## src/rtl/mips_pkg.sv

```systemverilog
// Shared MIPS pipeline definitions: next-PC select encodings, NOP word,
// default reset vector and instruction field positions.
package mips_pkg;

    typedef enum logic [1:0] {
        NPC_SEQ = 2'b00,
        NPC_BR  = 2'b01,
        NPC_J   = 2'b10,
        NPC_JR  = 2'b11
    } npc_sel_e;

    localparam logic [31:0] NOP              = 32'h0000_0000;
    localparam logic [31:0] RESET_PC_DEFAULT = 32'h0000_3000;

    localparam int OPCODE_MSB = 31;
    localparam int OPCODE_LSB = 26;
    localparam int RS_MSB     = 25;
    localparam int RS_LSB     = 21;
    localparam int RT_MSB     = 20;
    localparam int RT_LSB     = 16;
    localparam int IMM_MSB    = 15;
    localparam int IMM_LSB    = 0;
    localparam int TARGET_MSB = 25;
    localparam int TARGET_LSB = 0;

    // Branch displacement in bytes: sign-extended word offset.
    function automatic logic [31:0] branch_offset(input logic [15:0] imm);
        return {{14{imm[15]}}, imm, 2'b00};
    endfunction

endpackage

```

## src/rtl/if_stage_if.sv

```systemverilog
// Signals between the fetch stage and its neighbours: hazard unit control,
// ID-stage redirect inputs, instruction memory and the IF/ID outputs.
interface if_stage_if
    import mips_pkg::*;
#(
    parameter int IMEM_AW = 10
);
    logic               stall;
    logic               flush;
    npc_sel_e           npc_sel;
    logic               br_taken;
    logic [31:0]        rs_val_d;
    logic [IMEM_AW-1:0] imem_addr;
    logic [31:0]        imem_rdata;
    logic [31:0]        instr_d;
    logic [31:0]        pc_d;
    logic [31:0]        pc8_d;
    logic               valid_d;

    // Environment side: hazard unit, ID stage and instruction memory.
    modport master (
        output stall,
        output flush,
        output npc_sel,
        output br_taken,
        output rs_val_d,
        output imem_rdata,
        input  imem_addr,
        input  instr_d,
        input  pc_d,
        input  pc8_d,
        input  valid_d
    );

    // Fetch stage side.
    modport slave (
        input  stall,
        input  flush,
        input  npc_sel,
        input  br_taken,
        input  rs_val_d,
        input  imem_rdata,
        output imem_addr,
        output instr_d,
        output pc_d,
        output pc8_d,
        output valid_d
    );

endinterface

```

## src/rtl/if_stage_npc_unit.sv

```systemverilog
// Combinational next-PC selection. Branch and jump targets are built from
// the instruction currently in ID, so the delay slot is fetched first.
module npc_unit
    import mips_pkg::*;
(
    input  logic [31:0]                   pc_f,
    input  logic [31:0]                   pc_d,
    input  logic [TARGET_MSB:TARGET_LSB]  instr_idx,
    input  npc_sel_e                      npc_sel,
    input  logic                          br_taken,
    input  logic [31:0]                   rs_val_d,
    output logic [31:0]                   npc
);
    logic [31:0] seq_pc;
    logic [31:0] br_pc;
    logic [31:0] j_pc;

    assign seq_pc = pc_f + 32'd4;
    assign br_pc  = pc_d + 32'd4 + branch_offset(instr_idx[IMM_MSB:IMM_LSB]);
    // Region bits come from the delay-slot PC, which is pc_d + 4; for a
    // jump in the last word of a region that differs from pc_d itself.
    assign j_pc   = {br_pc_region(pc_d), instr_idx, 2'b00};

    function automatic logic [3:0] br_pc_region(input logic [31:0] pc);
        logic [31:0] slot_pc;
        slot_pc = pc + 32'd4;
        return slot_pc[31:28];
    endfunction

    always_comb begin
        npc = seq_pc;
        case (npc_sel)
            NPC_SEQ: npc = seq_pc;
            NPC_BR:  npc = br_taken ? br_pc : seq_pc;
            NPC_J:   npc = j_pc;
            NPC_JR:  npc = rs_val_d;
            default: npc = seq_pc;
        endcase
    end

endmodule

```

## src/rtl/if_stage.sv

```systemverilog
// Instruction fetch stage: PC register, next-PC select and IF/ID register.
// Stall holds PC and IF/ID; flush forces a NOP bubble into IF/ID.
module if_stage
    import mips_pkg::*;
#(
    parameter logic [31:0] RESET_PC = RESET_PC_DEFAULT,
    parameter int          IMEM_AW  = 10
) (
    input  logic       clk,
    input  logic       reset,
    if_stage_if.slave  bus
);
    logic [31:0] pc_f_reg,    pc_f_next;
    logic [31:0] instr_d_reg, instr_d_next;
    logic [31:0] pc_d_reg,    pc_d_next;
    logic [31:0] pc8_d_reg,   pc8_d_next;
    logic        valid_d_reg, valid_d_next;
    logic [31:0] npc;

    npc_unit u_npc (
        .pc_f      (pc_f_reg),
        .pc_d      (pc_d_reg),
        .instr_idx (instr_d_reg[TARGET_MSB:TARGET_LSB]),
        .npc_sel   (bus.npc_sel),
        .br_taken  (bus.br_taken),
        .rs_val_d  (bus.rs_val_d),
        .npc       (npc)
    );

    always_comb begin
        pc_f_next    = pc_f_reg;
        instr_d_next = instr_d_reg;
        pc_d_next    = pc_d_reg;
        pc8_d_next   = pc8_d_reg;
        valid_d_next = valid_d_reg;

        if (!bus.stall) begin
            pc_f_next = npc;
        end

        // Flush wins over the stall hold of IF/ID; the PC still obeys stall.
        if (bus.flush) begin
            instr_d_next = NOP;
            pc_d_next    = pc_f_reg;
            pc8_d_next   = pc_f_reg + 32'd8;
            valid_d_next = 1'b0;
        end else if (!bus.stall) begin
            instr_d_next = bus.imem_rdata;
            pc_d_next    = pc_f_reg;
            pc8_d_next   = pc_f_reg + 32'd8;
            valid_d_next = 1'b1;
        end
    end

    always_ff @(posedge clk) begin
        if (reset) begin
            pc_f_reg    <= RESET_PC;
            instr_d_reg <= NOP;
            pc_d_reg    <= RESET_PC;
            pc8_d_reg   <= RESET_PC + 32'd8;
            valid_d_reg <= 1'b0;
        end else begin
            pc_f_reg    <= pc_f_next;
            instr_d_reg <= instr_d_next;
            pc_d_reg    <= pc_d_next;
            pc8_d_reg   <= pc8_d_next;
            valid_d_reg <= valid_d_next;
        end
    end

    // Word offset from the memory base, wrapping modulo the memory depth.
    assign bus.imem_addr = IMEM_AW'((pc_f_reg - RESET_PC) >> 2);
    assign bus.instr_d   = instr_d_reg;
    assign bus.pc_d      = pc_d_reg;
    assign bus.pc8_d     = pc8_d_reg;
    assign bus.valid_d   = valid_d_reg;

endmodule

```

## src/flat_wrapper.sv

```systemverilog
// flat-port wrapper written by rule: the top's interface ports become plain ports
module if_stage_flat import mips_pkg::*;
#(
    parameter logic [31:0] RESET_PC = RESET_PC_DEFAULT,
    parameter int          IMEM_AW  = 10
)
  (clk, reset, bus_stall, bus_flush, bus_npc_sel, bus_br_taken, bus_rs_val_d, bus_imem_rdata, bus_imem_addr, bus_instr_d, bus_pc_d, bus_pc8_d, bus_valid_d);
  if_stage_if #(.IMEM_AW(IMEM_AW)) bus_i ();
  input  logic clk;
  input  logic reset;
  input wire logic [$bits(bus_i.stall)-1:0] bus_stall;
  input wire logic [$bits(bus_i.flush)-1:0] bus_flush;
  input wire logic [$bits(bus_i.npc_sel)-1:0] bus_npc_sel;
  input wire logic [$bits(bus_i.br_taken)-1:0] bus_br_taken;
  input wire logic [$bits(bus_i.rs_val_d)-1:0] bus_rs_val_d;
  input wire logic [$bits(bus_i.imem_rdata)-1:0] bus_imem_rdata;
  output wire logic [$bits(bus_i.imem_addr)-1:0] bus_imem_addr;
  output wire logic [$bits(bus_i.instr_d)-1:0] bus_instr_d;
  output wire logic [$bits(bus_i.pc_d)-1:0] bus_pc_d;
  output wire logic [$bits(bus_i.pc8_d)-1:0] bus_pc8_d;
  output wire logic [$bits(bus_i.valid_d)-1:0] bus_valid_d;
  assign bus_i.stall = bus_stall;
  assign bus_i.flush = bus_flush;
  assign bus_i.npc_sel = bus_npc_sel;
  assign bus_i.br_taken = bus_br_taken;
  assign bus_i.rs_val_d = bus_rs_val_d;
  assign bus_i.imem_rdata = bus_imem_rdata;
  assign bus_imem_addr = bus_i.imem_addr;
  assign bus_instr_d = bus_i.instr_d;
  assign bus_pc_d = bus_i.pc_d;
  assign bus_pc8_d = bus_i.pc8_d;
  assign bus_valid_d = bus_i.valid_d;
  if_stage #(.RESET_PC(RESET_PC), .IMEM_AW(IMEM_AW)) u_core (.clk(clk), .reset(reset), .bus(bus_i));
endmodule
```

## config.mk

```make
export PLATFORM = sky130hd
export DESIGN_NAME = if_stage_flat
export DESIGN_NICKNAME = d
export VERILOG_FILES = /design/src/rtl/mips_pkg.sv /design/src/rtl/if_stage_if.sv /design/src/rtl/if_stage_npc_unit.sv /design/src/rtl/if_stage.sv /design/src/flat_wrapper.sv
export SDC_FILE = /design/constraint.sdc
export NUM_CORES = 1
export LEC_CHECK = 0
export CORE_MARGIN = 2
export CORE_UTILIZATION = 56
export CTS_CLUSTER_SIZE = 16
export DETAILED_ROUTE_END_ITERATION = 16
export GPL_TIMING_DRIVEN = 0
export PLACE_DENSITY = 0.84
export SETUP_SLACK_MARGIN = 0.5
export SLEW_MARGIN = 20
export SYNTH_ARGS = -nofsm -noshare
export SYNTH_HDL_FRONTEND = slang
export SYNTH_SLANG_ARGS = --single-unit
```

## constraint.sdc

```tcl
create_clock -name clk -period 8.06 [get_ports clk]
set_input_delay 1.612 -clock clk [delete_from_list [all_inputs] [get_ports clk]]
set_output_delay 1.612 -clock clk [all_outputs]
set_load 0.02 [all_outputs]
```

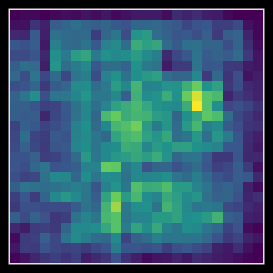
Figure 1: run 1, wiring heat map.
(2 px per µm) The die is cut into 25 by 25 equal tiles; dark purple is low, yellow is high, scaled to the fullest tile. Values are wire area over tile area, all layers added.
17% of the tiles are over half the peak. 1.9% of the tiles are nearly empty. The densest ninth of the die: center.

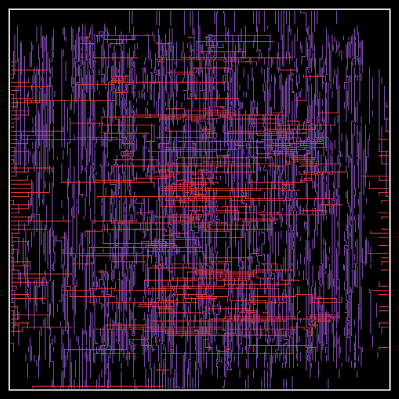
Figure 2: run 1, routed metal, one color a layer.
(3 px per µm) Two of the layers only.
Red is M3, wire length 3640 µm. Purple is M2, wire length 13600 µm.

==> reports/qor.csv, run 1 <==
metric;value;unit
dp_hpwl;23400;µm
grt_usage;38.5;%
finalHoldViolCount;0;
tns;0;ns
dp_slack;3.40;ns
finalCritPeriodShare;59.3;%
timing.rr.end;u_core.pc_f_reg[24];
synthArstFlopShare;0;%
cts_resized;0;
startpoint;u_core.bus.pc_d[5];
tritoncts;done;
p_leak;4.29;nW
ys_cells;1091;
grt_pass1_wl;47900;µm
gp_congestion;0.964;
use_met2;59.6;%
maxUsedRoutingLayer;met4;
busiest_layer;met2;
grt_max_degree;24;
edf_count;0;
p_per_area;174;nW/µm²
max-cap-violations;0;
critPathMaxFanout;7;
finalInstanceArea;11000;µm²
powerComb;350;µW
cp-end-kind;flip-flop;
io_pins;178;
simple_gate_share;21.7;%
synth-seq-cells;126;
holdBufCountCts;0;
hold_path.class;reg2reg;
fin_util;75.6;%
power_frac_seq;36.1;%
synth_top_area_share;30.0;%
port-buffer-count;175;
xor_share;9.49;%
via_per_inst;6.20;
drcViolationCount;0;
placed_cells;1450;
path_depth;16;
clk_latency;0.43;ns
final_cells;1482;
startpoint_type;flip-flop;
clock_area_share;5.95;%
clock_path_buffers;2;
r2r_start;u_core.bus.pc_d[5];
slew_violations;0;
fin_ws;3.28;ns
worst_pin_slew;1.09;ns
min_to;u_core.bus.pc8_d[4];
ys_seq_share;30.0;%
wl_per_cell;21.1;µm
comb_share;48.8;%
numCtsBuffers;17;
route.met2.wl;13600;µm
syn_nets;1201;
power_leader;the clock network;
cp.arrival;5.09;ns
p_clk_share;45.7;%
syn_area;8400;µm²
drive_above_1_share;6.39;%
slowest_delay;0.48;ns
core-area;14600;µm²
ys.flop_type;dfxtp_1;
die_width;126;µm
clkSinkCount;126;
cp-endpoint;u_core.pc_f_reg[24];
intPower;1.36;mW
status;finished, final reports clean;
gr-usage-met1;51.5;%
root_buffer;clkbuf_16;
p_comb_share;18.2;%
logic_gates;851;
path_clk_slew;0.06;ns
top_area_cell;dfxtp_1;
met3_usage;10.0;%
route.layer.met1.wl;12800;µm
path_buffers;0;
first_iter_violations;1092;
ys_chip_area;8400;µm²
row_count;44;
dieArea;16000;µm²
postCtsSetupBuffers;0;
seq-cell-share;22.9;%
top_cells_by_count;nand2_1 (149), dfxtp_1 (126), nor2_1 (121);
vias;9191;
most_common_cell;nand2_1;
ys_top_logic_family;simple AND/OR/NAND/NOR gates;
antennaDiodeCount;0;
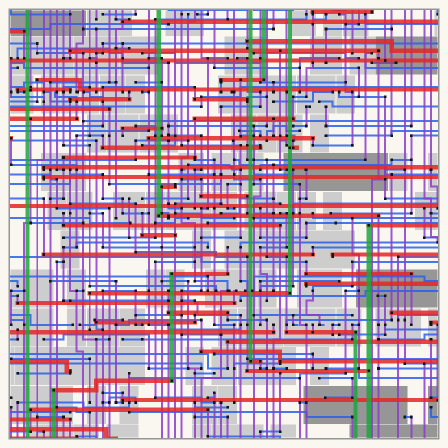
Figure 3: run 1, layout detail.
Region (48, 48) to (78, 78) µm. Cells in gray, sequential cells in the stronger gray; small squares are vias.
Green is M4. Purple is M2. Red is M3. Blue is M1.
Netlist names of flops here include u_core.pc_f_reg (5). Sequential cells in the window: 5. Most frequent: nor2_1 (13), a21oi_1 (11), clkbuf_1 (8). 80 logic cells have their middle in the window.

==> run 2, diff against run 1 <==
--- a/config.mk
+++ b/config.mk
@@ -6,11 +6,11 @@
 export NUM_CORES = 1
 export LEC_CHECK = 0
 export CORE_MARGIN = 2
-export CORE_UTILIZATION = 56
+export CORE_UTILIZATION = 47
 export CTS_CLUSTER_SIZE = 16
 export DETAILED_ROUTE_END_ITERATION = 16
 export GPL_TIMING_DRIVEN = 0
-export PLACE_DENSITY = 0.84
+export PLACE_DENSITY = 0.75
 export SETUP_SLACK_MARGIN = 0.5
 export SLEW_MARGIN = 20
 export SYNTH_ARGS = -nofsm -noshare
==> constraint.sdc (replaced) <==
create_clock -name clk -period 3.9 [get_ports clk]
set_input_delay 0.78 -clock clk [delete_from_list [all_inputs] [get_ports clk]]
set_output_delay 0.78 -clock clk [all_outputs]
set_load 0.02 [all_outputs]
==> reports/qor.csv, run 2 <==
metric;value;unit
holdBufCountCts;0;
dp_hpwl;23300;µm
syn_area;8400;µm²
powerComb;759;µW
slowest_delay;0.54;ns
tns;0;ns
power_leader;the clock network;
wl_per_cell;20.6;µm
syn_nets;1201;
ys.flop_type;dfxtp_1;
most_common_cell;nand2_1;
placed_cells;1491;
intPower;2.58;mW
grt_pass1_wl;48200;µm
clock_area_share;4.94;%
p_leak;4.59;nW
clk_latency;0.43;ns
p_comb_share;20.1;%
port-buffer-count;175;
seq-cell-share;21.8;%
ys_seq_share;30.0;%
vias;9257;
worst_pin_slew;1.11;ns
path_clk_slew;0.07;ns
use_met2;52.8;%
final_cells;1563;
top_cells_by_count;nand2_1 (149), dfxtp_1 (126), nor2_1 (121);
gr-usage-met1;45.0;%
busiest_layer;met2;
fin_util;67.7;%
cts_resized;57;
max-cap-violations;0;
cp-endpoint;u_core.pc_f_reg[27];
route.met2.wl;14300;µm
dp_slack;-0.283;ns
r2r_start;u_core.bus.pc_d[4];
synth_top_area_share;30.0;%
timing.rr.end;u_core.pc_f_reg[27];
edf_count;0;
status;finished, final reports clean;
ys_chip_area;8400;µm²
grt_usage;33.8;%
clkSinkCount;126;
simple_gate_share;21.7;%
drcViolationCount;0;
met3_usage;10.2;%
startpoint;u_core.bus.pc_d[4];
p_per_area;321;nW/µm²
xor_share;9.49;%
top_area_cell;dfxtp_1;
ys_cells;1091;
finalHoldViolCount;0;
min_to;u_core.bus.pc8_d[0];
numCtsBuffers;17;
critPathMaxFanout;5;
synth-seq-cells;126;
power_frac_seq;38.0;%
maxUsedRoutingLayer;met4;
root_buffer;clkbuf_16;
postCtsSetupBuffers;34;
clock_path_buffers;2;
path_buffers;2;
hold_path.class;reg2reg;
die_width;138;µm
route.layer.met1.wl;13300;µm
dieArea;18900;µm²
cp.arrival;4.18;ns
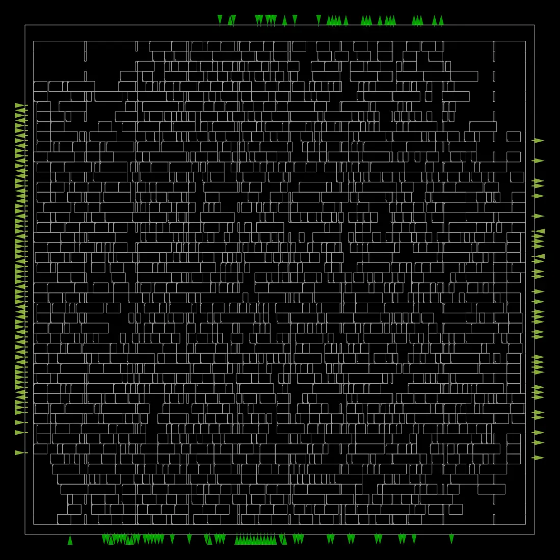
Figure 4: run 2, placement view.
core box area: 17400 µm²
row count: 48
FILL cells: 1479

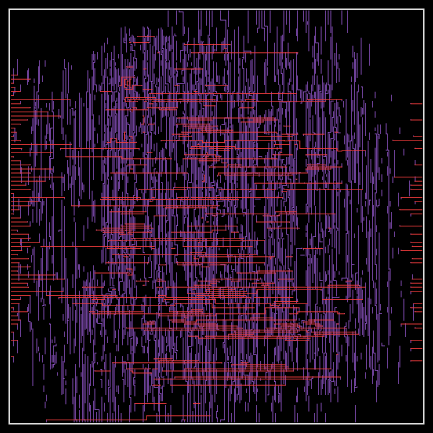
Figure 5: run 2, routed metal, one color a layer.
(3 px per µm) Two of the layers only.
Purple is M2, wire length 14300 µm. Red is M3, wire length 3670 µm.

